### src/rtl/pwm_regs_pkg.sv
// PWM register map, legal word-write bases and sequencer state encoding.
// Shared by pwm_cfg_sequencer and its testbench.
package pwm_regs_pkg;

  localparam logic [7:0] PERIOD_L      = 8'h00;
  localparam logic [7:0] PERIOD_H      = 8'h01;
  localparam logic [7:0] COMPARE1_L    = 8'h03;
  localparam logic [7:0] COMPARE1_H    = 8'h04;
  localparam logic [7:0] COMPARE2_L    = 8'h05;
  localparam logic [7:0] COMPARE2_H    = 8'h06;
  localparam logic [7:0] COUNTER_VAL_L = 8'h08;
  localparam logic [7:0] COUNTER_VAL_H = 8'h09;
  localparam logic [7:0] FUNCTIONS     = 8'h0D;

  localparam int N_WORD_BASE = 3;

  localparam logic [7:0] WORD_BASE [N_WORD_BASE] =
    '{PERIOD_L, COMPARE1_L, COMPARE2_L};

  typedef enum logic [2:0] {
    ST_IDLE,
    ST_HOST,
    ST_WORD_L,
    ST_WORD_H,
    ST_DONE
  } seq_state_e;

  function automatic logic is_word_base(
    input logic [31:0] a
  );
    logic hit;
    hit = 1'b0;
    for (int i = 0; i < N_WORD_BASE; i++) begin
      if (a == {24'h0, WORD_BASE[i]}) hit = 1'b1;
    end
    return hit;
  endfunction

endpackage

### src/rtl/pwm_cfg_sequencer_rr_arb2.sv
// Two-requester round-robin arbiter, registered last-grant pointer.
// Ports: clk, rst_n (sync, low), req[1:0] in, gnt[1:0] out (one-hot/0).
module rr_arb2 (
  input  logic       clk,
  input  logic       rst_n,
  input  logic [1:0] req,
  output logic [1:0] gnt
);

  // 1 = requester 1 was granted last
  logic last;

  always_comb begin
    gnt = 2'b00;
    if (req[0] && req[1]) begin
      gnt = last ? 2'b01 : 2'b10;
    end else if (req[0]) begin
      gnt = 2'b01;
    end else if (req[1]) begin
      gnt = 2'b10;
    end
  end

  always_ff @(posedge clk) begin
    if (!rst_n) begin
      last <= 1'b0;
    end else if (gnt[1]) begin
      last <= 1'b1;
    end else if (gnt[0]) begin
      last <= 1'b0;
    end
  end

endmodule

### src/rtl/pwm_cfg_sequencer.sv
// Register-bus owner for the PWM block: host byte port + atomic 16-bit
// word writes, round-robin shared. Ports: host_* (byte access),
// wr16_* (word valid/ready), read/write/addr/data_write/data_read
// (register bus), counter_val (sync gate), busy. Define
// PWMSEQ_SYNC_UPDATE_EN to start word writes only at SYNC_VALUE.
module pwm_cfg_sequencer
  import pwm_regs_pkg::*;
#(
  parameter int          ADDR_W     = 6,
  parameter logic [15:0] SYNC_VALUE = 16'h0000
) (
  input  logic              clk,
  input  logic              rst_n,
  input  logic              host_req,
  input  logic              host_we,
  input  logic [ADDR_W-1:0] host_addr,
  input  logic [7:0]        host_wdata,
  output logic              host_gnt,
  output logic [7:0]        host_rdata,
  output logic              host_rvalid,
  input  logic              wr16_valid,
  input  logic [ADDR_W-1:0] wr16_addr,
  input  logic [15:0]       wr16_data,
  output logic              wr16_ready,
  output logic              wr16_done,
  output logic              wr16_err,
  output logic              read,
  output logic              write,
  output logic [ADDR_W-1:0] addr,
  output logic [7:0]        data_write,
  input  logic [7:0]        data_read,
  input  logic [15:0]       counter_val,
  output logic              busy
);

  seq_state_e        state;
  logic              pending;
  logic [ADDR_W-1:0] w_addr;
  logic [15:0]       w_data;
  logic              h_rd;
  logic              sync_hit;
  logic              gate_open;
  logic              word_legal;
  logic [1:0]        req;
  logic [1:0]        gnt;

  assign sync_hit = (counter_val == SYNC_VALUE);

`ifdef PWMSEQ_SYNC_UPDATE_EN
  assign gate_open = sync_hit;
`else
  // gate held open; the compare term has no effect
  assign gate_open = sync_hit | 1'b1;
`endif

  assign word_legal = is_word_base(32'(wr16_addr));
  assign wr16_ready = !pending;
  assign busy       = (state != ST_IDLE) || pending;

  // arbitration only happens in IDLE
  assign req = {pending && gate_open, host_req}
             & {2{state == ST_IDLE}};

  rr_arb2 u_arb (
    .clk   (clk),
    .rst_n (rst_n),
    .req   (req),
    .gnt   (gnt)
  );

  always_ff @(posedge clk) begin
    if (!rst_n) begin
      state       <= ST_IDLE;
      pending     <= 1'b0;
      w_addr      <= '0;
      w_data      <= '0;
      h_rd        <= 1'b0;
      read        <= 1'b0;
      write       <= 1'b0;
      addr        <= '0;
      data_write  <= '0;
      host_gnt    <= 1'b0;
      host_rdata  <= '0;
      host_rvalid <= 1'b0;
      wr16_done   <= 1'b0;
      wr16_err    <= 1'b0;
    end else begin
      read        <= 1'b0;
      write       <= 1'b0;
      addr        <= '0;
      data_write  <= '0;
      host_gnt    <= 1'b0;
      host_rvalid <= 1'b0;
      wr16_done   <= 1'b0;
      wr16_err    <= 1'b0;

      // illegal bases never become pending; reject right away
      if (wr16_valid && wr16_ready) begin
        w_addr <= wr16_addr;
        w_data <= wr16_data;
        if (word_legal) begin
          pending <= 1'b1;
        end else begin
          wr16_done <= 1'b1;
          wr16_err  <= 1'b1;
        end
      end

      unique case (state)
        ST_IDLE: begin
          if (gnt[0]) begin
            state      <= ST_HOST;
            h_rd       <= !host_we;
            read       <= !host_we;
            write      <= host_we;
            addr       <= host_addr;
            data_write <= host_we ? host_wdata : 8'h00;
            host_gnt   <= 1'b1;
          end else if (gnt[1]) begin
            state      <= ST_WORD_L;
            write      <= 1'b1;
            addr       <= w_addr;
            data_write <= w_data[7:0];
          end
        end
        ST_HOST: begin
          if (h_rd) begin
            host_rdata  <= data_read;
            host_rvalid <= 1'b1;
          end
          state <= ST_IDLE;
        end
        ST_WORD_L: begin
          state      <= ST_WORD_H;
          write      <= 1'b1;
          addr       <= w_addr + ADDR_W'(1);
          data_write <= w_data[15:8];
        end
        ST_WORD_H: begin
          // freeing the slot now lets a new word be pending by IDLE
          state     <= ST_DONE;
          wr16_done <= 1'b1;
          pending   <= 1'b0;
        end
        ST_DONE: begin
          state <= ST_IDLE;
        end
        default: begin
          state <= ST_IDLE;
        end
      endcase
    end
  end

endmodule

### config.mk
export PLATFORM = sky130hd
export DESIGN_NAME = pwm_cfg_sequencer
export DESIGN_NICKNAME = d
export VERILOG_FILES = /design/src/rtl/pwm_regs_pkg.sv /design/src/rtl/pwm_cfg_sequencer_rr_arb2.sv /design/src/rtl/pwm_cfg_sequencer.sv
export SDC_FILE = /design/constraint.sdc
export NUM_CORES = 1
export LEC_CHECK = 0
export ABC_AREA = 1
export CORE_MARGIN = 5
export CORE_UTILIZATION = 43
export CTS_CLUSTER_DIAMETER = 150
export CTS_CLUSTER_SIZE = 24
export DETAILED_ROUTE_END_ITERATION = 8
export HOLD_SLACK_MARGIN = 0.1
export PLACE_DENSITY = 0.91
export SETUP_SLACK_MARGIN = 0.5
export SLEW_MARGIN = 0
export SYNTH_ARGS = -nofsm -noshare
export SYNTH_HDL_FRONTEND = slang
export SYNTH_HIERARCHICAL = 1
export SYNTH_SLANG_ARGS = --single-unit
### constraint.sdc
create_clock -name clk -period 2.25 [get_ports clk]
set_input_delay 0.45 -clock clk [delete_from_list [all_inputs] [get_ports clk]]
set_output_delay 0.45 -clock clk [all_outputs]
set_load 0.03 [all_outputs]
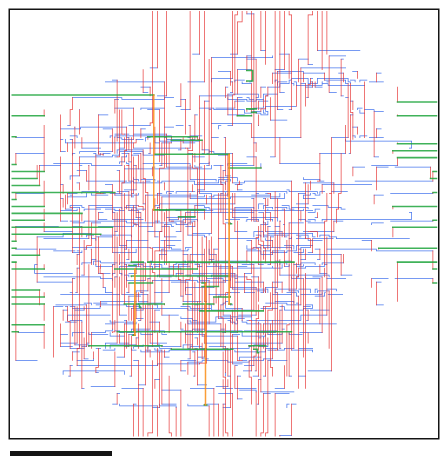
Run 1: metal layers overlaid
The bar under the picture is 20 µm long.
Orange marks met4, wire length 88.4 µm. Red marks met2, wire length 3080 µm. Blue marks met1, wire length 2440 µm. Green marks met3, wire length 485 µm.
final WL: 6090 µm
WL/cell: 13.1 µm
GRT Resource Usage Total: 16.9%

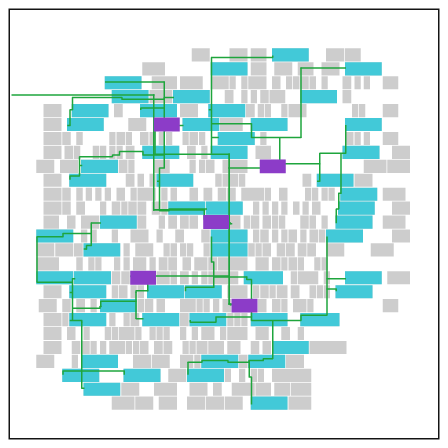
Run 1: clock network drawn from the DEF
Cyan marks flip-flops, count 56. Green marks clock wires, length 585 µm. Purple marks cells driving clock nets, count 5.
There are 6 routed clock nets.
P_clk: 551 µW
clk latency late pin: 0.30 ns
Clock power frac: 21.8%

==> impl_metrics.tcl, run 1 <==
# flow metrics
set metrics [dict create \
    tns_ns 0 \
    sw_frac_of_total_pct 34.4 \
    internal_power_uw 1660 \
    met2_usage_pct 30.8 \
    routabilityCongestion 0.826 \
    cp_num_buf_inv 4 \
    rsz0062_at_grt "true" \
    crit_chain "clkdlybuf4s50_1, inv_1, nor2_1, inv_1, o21ai_4, buf_6, nand3_1, nand2_1, nand2_1, a21oi_1" \
    fin_total_pwr_uw 2530 \
    drt_iter0_markers 148 \
    synth.area.top_cells "dfxtp_1 (48%), nand2_1 (10%), nor2_1 (10%), o21ai_0 (8.0%), nand3_1 (6.2%)" \
    drv_cap 0 \
    synthToLayoutAreaGrowth_pct 42.2 \
    drc 0 \
    met1_length_um 2440 \
    maxPowerGroup "sequential cells" \
    yosys.area.top_type "dfxtp_1" \
    clk_share_pct 2.72 \
    syn_area_per_cell_um2 7.34 \
    mi_logic_area_mm2 0.00105 \
    crit_arrival_ns 1.92 \
    synthAdderAreaFrac_pct 0.538 \
    cts_htree_levels 2 \
    drt_pre_antenna_iters 4 \
    hold_class "register to register" \
    chipArea_mm2 0.00698 \
    leakage_uw 0.00167 \
    fin_worst_skew_ns 0.00538 \
    clock-sinks 56 \
    finalSetupViolCount 0 \
    grt_pass1_vias 2189 \
    slowest_stage "clkdlybuf4s50_1" \
    flop_cell "dfxtp_1" \
    tightest_slew_ns 0.456 \
    fin_area_mm2 0.00331 \
    drive_above_1_share_pct 7.85 \
    yosys.area_share.xor_xnor_pct 0 \
    syn_inst 317 \
    status "finished, final reports clean" \
    core_util_floorplan_pct 45.0 \
    synth.area.mux_share_pct 0 \
    cp_top_family "buffers and inverters" \
    ys_chip_area_mm2 0.00233 \
    nMultiInputCombCells 223 \
    ys.flops 56 \
    dpl_cell_area_mm2 0.00317 \
    p_comb_uw 833 \
    clock_path_buffers 2 \
    yosysWarningCount 6 \
    path_max_fanout 11 \
    top_area_share_pct 48.2 \
    lay_top_cells "nand2_1 (62), nor2_1 (61), dfxtp_1 (54)" \
    grt-ovfl-total 0 \
    final-nonclk-buf-share_pct 26.1 \
    aoi_share_pct 14.2 \
    cpPeakStageDelay_ns 0.46 \
    largestClassByArea "registers" \
    period_minus_slack_ns 1.69 \
    seq_power_share_pct 45.3 \
    flops 56 \
    grt_pass1_wl_um 9740 \
    synth_cell_types 25 \
    antenna_found_initial 0 \
    yosysCellCount 317 \
    boundaryPins 95 \
    startpoint_type "input port" \
    seqCellArea_mm2 0.00112 \
    viasPerCell 4.97 \
    drtAntennaViolNets 0 \
    required_ns 2.49 \
    power.net_switching_uw 871 \
]
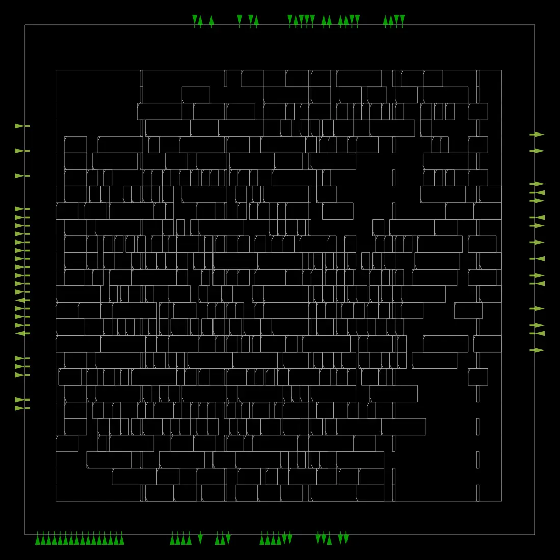
Run 1: cell outlines without signal wires
# fillers: 479
Layout Cells excl Fill: 465
core area: 0.00517 mm²
register share of the cell area: 34.0%
Core Util, Final: 64.0%

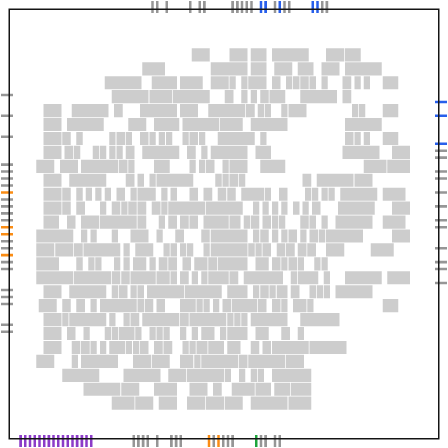
Run 1: ports around the boundary
Pins as bars across the die edge, other pins in gray.
Green marks wr16_err, pins 1, direction output, edge south. Purple marks counter_val, pins 16, direction input, edge south. Blue marks host_rdata, pins 8, direction output, edge 5 north, 3 east. Orange marks wr16_addr, pins 6, direction input, edge 4 west, 2 south.
All pins by edge: 35 south, 24 west, 21 north, 15 east.
port bufs: 78
Die Wd: 83.6 µm

[run 1: stage by stage]
step	util, %	hold slack (ns)	instances
after floorplan	-	0.439	317
after global placement	61.2	0.450	457
after detailed placement	61.2	0.460	457
after CTS	62.8	0.473	465
after global routing	64.0	0.485	465
final	64.0	0.472	465
[run 1: final timing paths]
path,from,endpoint,slack [ns],depth (start not counted)
worst max-delay path,host_req,data_write[1],0.56,10
worst min-delay path,w_data[10],data_write[2],0.47,2
worst max register to register,state[0],data_write[1],0.57,10
worst min register to register,w_data[10],data_write[2],0.47,2
[run 1: state kept, by name (all words and copies together) (netlist names), 3 cells and up]
| name | cells |
|---|---|
| data_write | 8 |
| host_rdata | 8 |
| addr | 6 |
| w_data | 16 |
| w_addr | 6 |
| state | 3 |
==> run 2, diff against run 1 <==
clock period = 1.6 ns   (was 2.25 ns; I/O delays follow)
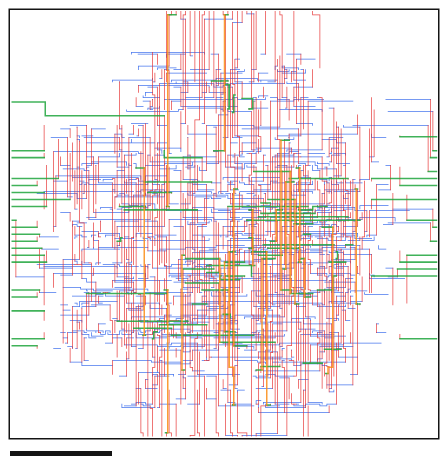
Run 2: metal layers overlaid
The bar under the picture is 20 µm long.
Green marks met3, wire length 625 µm. Red marks met2, wire length 4380 µm. Blue marks met1, wire length 2890 µm. Orange marks met4, wire length 475 µm.
WL/cell: 17.1 µm
GRT Resource Usage Total: 20.7%
vias post-DR: 2678
final WL: 8370 µm

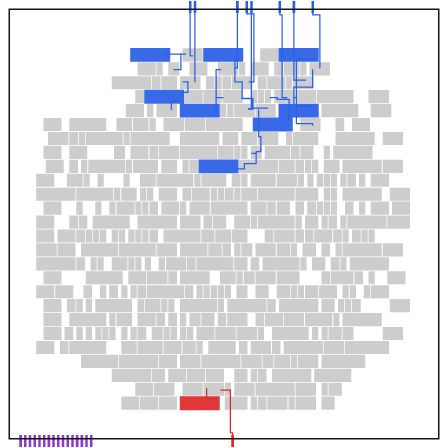
Run 2: port wiring
Blue marks host_rdata, bits 8, direction output, edge north, end cells 8, buffers 8, wire 223 µm. Red marks wr16_err, bits 1, direction output, edge south, end cells 1, buffers 1, wire 15.2 µm. Purple marks counter_val, bits 16, direction input, edge south, end cells 0, buffers 0.
num ports: 95

==> run 2 against run 1 <==
- the run now ends with setup timing left
- critical path depth up 1
- wire length up 38%
- worst hold slack worse by 0.10 ns
- sequential power up 44%
- first-iteration DRC count up 110%
- synthesized area unchanged
- global-route usage up 3.8 points
- combinational power up 110%
- via count up 16%
==> impl_metrics.tcl, run 2 <==
# flow metrics
set metrics [dict create \
    cp-startpoint "host_req" \
    hold_class "input port to register" \
    p_clk_uw 802 \
    largestClassByArea "combinational gates" \
    internal_power_uw 2670 \
    leakage_uw 0.00166 \
    crit_arrival_ns 1.85 \
    crit_chain "clkdlybuf4s50_1, inv_1, nor2_4, inv_2, o21ai_4, buf_8, buf_12, nand3_2, nand2_1, nand2_1, a21oi_2" \
    drc 0 \
    fin_area_mm2 0.00386 \
    grt-ovfl-total 0 \
    slowest_stage "clkdlybuf4s50_1" \
    postLayoutSetupSlackWorst_ns -0.0157 \
    seq_share_pct 30.2 \
    dpl_cell_area_mm2 0.00329 \
    chipArea_mm2 0.00698 \
    n_fill_cell 331 \
    syn_area_per_cell_um2 7.34 \
    status "finished, violations left" \
    drtAntennaViolNets 0 \
    flops 56 \
    hold_end "w_addr[4]" \
    seq_power_share_pct 39.6 \
    largest_reg_flops 16 \
    drv_cap 0 \
    viasPerCell 5.47 \
    crit_cells 11 \
    nMultiInputCombCells 224 \
    tns_ns -0.0239 \
    finalCoreUtilization_pct 74.7 \
    antenna_found_initial 0 \
    path_max_fanout 5 \
    ys_chip_area_mm2 0.00233 \
    startpoint_type "input port" \
    grt_pass1_vias 2433 \
    p_comb_uw 1740 \
    period_minus_slack_ns 1.62 \
    required_ns 1.83 \
    tightest_slew_ns 0.285 \
    finalNonFillerCells 490 \
    whs_ns 0.371 \
    ys.flops 56 \
    cp_num_buf_inv 5 \
    r2r_cells 11 \
    routabilityCongestion 0.948 \
    drive_above_1_share_pct 38.8 \
    synth_cell_types 25 \
    fin_worst_skew_ns 0.0114 \
    drt_iter0_markers 317 \
    yosysWarningCount 6 \
    holdPathStages 3 \
    reg_top3 "w_data (16), data_write (8), host_rdata (8)" \
    clock-sinks 56 \
    seqCellArea_mm2 0.00117 \
    io_buffers 78 \
    min_from "wr16_addr[4]" \
    synth.area.top_cells "dfxtp_1 (48%), nand2_1 (10%), nor2_1 (10%), o21ai_0 (8.0%), nand3_1 (6.2%)" \
    syn_inst 317 \
    drt_pre_antenna_iters 7 \
    fin_total_pwr_uw 4210 \
    timing.rr.end "data_write[4]" \
    power.net_switching_uw 1530 \
    cts_htree_levels 2 \
    clk_latency_ns 0.31 \
    r2r_slack_ns -0.02 \
    crit_path_end "data_write[4]" \
    maxPowerGroup "combinational cells" \
    violations "setup timing" \
    lay_top_cells "nand2_1 (58), nor2_1 (50), clkdlybuf4s50_1 (42)" \
    sw_frac_of_total_pct 36.5 \
    finalSetupViolCount 3 \
    top_area_share_pct 48.2 \
    chipWidth_um 83.6 \
    clk_share_pct 2.33 \
    coreArea_mm2 0.00517 \
    dpl.cell_count 469 \
]
==> run 2: what timing repair did <==
| item | CTS | global route |
|---|---|---|
| buffers inserted | 4 | 7 |
| cloned | 2 | 0 |
| pin swaps | 20 | 19 |
| setup endpoints to repair | 79 | 83 |
| hold endpoints to repair | 0 | 0 |
| hold buffers | 0 | 0 |
| resized | 246 | 110 |
==> run 2: cells by family (layout without fill, tap and decap cells) <==
group	Yosys count	count (layout)	synth area share, %
AOI/OAI and AO/OA	62	62	14.2
adders and majority gates	1	1	0.538
and+or+nand+nor	160	161	29.7
DFF	56	56	48.2
buffers and inverters	38	140	7.42
==> run 2: per-layer routing <==
metal  up-vias  track usage, %  share of wire (%)
li1       1240               -                  -
met1      1223            20.0                 34
met2       172            38.7                 52
met3        43            4.64                7.5
met4         0            13.6                5.7
met5         -               0                  0
==> run 3, diff against run 2 <==
CTS_CLUSTER_SIZE = 8   (was 24)
==> run 3 against run 2 <==
- the run still ends with setup timing left
- register-to-register slack hardly changed
- maximum frequency stayed put
- first-iteration DRC count stayed put
- wire length stayed put
- cell area stayed put
- sequential share of layout area stayed put
- synthesized area stayed put
==> impl_metrics.tcl, run 3 <==
# flow metrics
set metrics [dict create \
    crit_path_end "data_write[4]" \
    seq_share_pct 30.2 \
    drv_cap 0 \
    clock-sinks 56 \
    maxPowerGroup "combinational cells" \
    wl_met3_um 625 \
    synth.area.mux_share_pct 0 \
    drtAntennaViolNets 0 \
    cp-startpoint "host_req" \
    reg_top3 "w_data (16), data_write (8), host_rdata (8)" \
    internal_power_uw 2670 \
    timing.rr.end "data_write[4]" \
    ys_chip_area_mm2 0.00233 \
    drc 0 \
    n_fill_cell 331 \
    drt_iter0_markers 317 \
    finalSetupViolCount 3 \
    crit_arrival_ns 1.85 \
    vias 2678 \
    grtUsageMet1_pct 20.0 \
    viasPerCell 5.47 \
    layout_top_cell "nand2_1" \
    whs_ns 0.371 \
    seq_power_share_pct 39.6 \
    cts_htree_levels 2 \
    drt_pre_antenna_iters 7 \
    period_minus_slack_ns 1.62 \
    synth_cell_types 25 \
    drive_above_1_share_pct 38.8 \
    boundaryPins 95 \
    status "finished, violations left" \
    grtUsageTotal_pct 20.7 \
    r2r_cells 11 \
    syn_area_per_cell_um2 7.34 \
    ys.flops 56 \
    holdPathStages 3 \
    yosysWarningCount 6 \
    p_comb_uw 1740 \
    tns_ns -0.0239 \
    chipWidth_um 83.6 \
    startpoint_type "input port" \
    syn_area_mm2 0.00233 \
    sw_frac_of_total_pct 36.5 \
    synthAdderAreaFrac_pct 0.538 \
    ctsHoldBuffers 0 \
    wirelength_um 8370 \
    chipArea_mm2 0.00698 \
    largest_reg_flops 16 \
    hold_class "input port to register" \
    grt-busiest-layer "met2" \
    nMultiInputCombCells 224 \
    io_buffers 78 \
    flops 56 \
    grtUsageMet3_pct 4.64 \
    min_from "wr16_addr[4]" \
    lay_top_cells "nand2_1 (58), nor2_1 (50), clkdlybuf4s50_1 (42)" \
    met1_length_um 2890 \
    path_max_fanout 5 \
    power.net_switching_uw 1530 \
    synth.area.top_cells "dfxtp_1 (48%), nand2_1 (10%), nor2_1 (10%), o21ai_0 (8.0%), nand3_1 (6.2%)" \
    yosys.area_share.simple_pct 29.7 \
    logic_family "simple AND/OR/NAND/NOR gates" \
    r2r_slack_ns -0.02 \
    syn_inst 317 \
    top_layer "met4" \
    seqCellArea_mm2 0.00117 \
    leakage_uw 0.00166 \
    grt-ovfl-total 0 \
    tightest_slew_ns 0.285 \
    routedWlPerCell_um 17.1 \
    grt_pass1_vias 2433 \
    required_ns 1.83 \
    maxClockFrequency_ghz 0.619 \
    met2_usage_pct 38.7 \
    fin_total_pwr_uw 4210 \
    violations "setup timing" \
    antenna_found_initial 0 \
    coreArea_mm2 0.00517 \
    largestClassByArea "combinational gates" \
    aoi_share_pct 14.2 \
    top_area_share_pct 48.2 \
    yosys.area_share.xor_xnor_pct 0 \
    postLayoutSetupSlackWorst_ns -0.0157 \
]
[run 3: critical path, cell delays in order]
cell	delay (ns)
clkdlybuf4s50_1	0.47
inv_1	0.09
nor2_4	0.14
inv_2	0.06
o21ai_4	0.16
buf_8	0.17
buf_12	0.12
nand3_2	0.06
nand2_1	0.08
nand2_1	0.06
a21oi_2	0.12
[run 3: stage by stage]
step | utilization, % | cells | instance area [µm²]
floorplan | - | 317 | 2360
global placement | 63.7 | 469 | 3290
detailed placement | 63.7 | 469 | 3290
CTS | 69.1 | 483 | 3580
global route | 74.7 | 490 | 3860
finish | 74.7 | 490 | 3860
[run 3: repair_timing]
action,4_1_cts,5_1_grt
hold endpoints to repair,0,0
setup endpoints to repair,79,83
pin swaps,20,19
resized,246,110
setup buffers,4,7
gates cloned,2,0
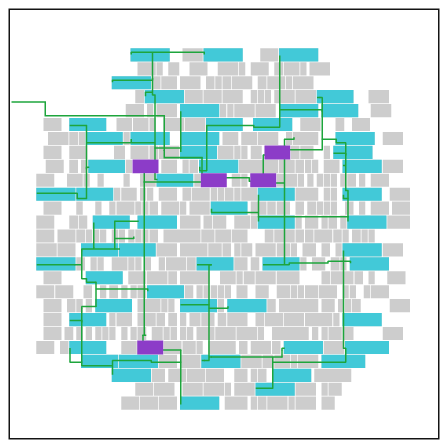
Run 3: clock network drawn from the DEF
clk latency late pin: 0.31 ns
Clock power frac: 19.0%
Clock Skew: 0.0114 ns
P_clk: 802 µW

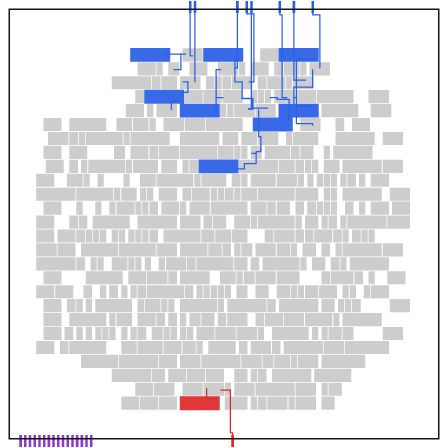
Run 3: port wiring
Blue marks host_rdata, bits 8, direction output, edge north, end cells 8, buffers 8, wire 223 µm. Red marks wr16_err, bits 1, direction output, edge south, end cells 1, buffers 1, wire 15.2 µm. Purple marks counter_val, bits 16, direction input, edge south, end cells 0, buffers 0.

Power is estimated from default activity; no workload was simulated.
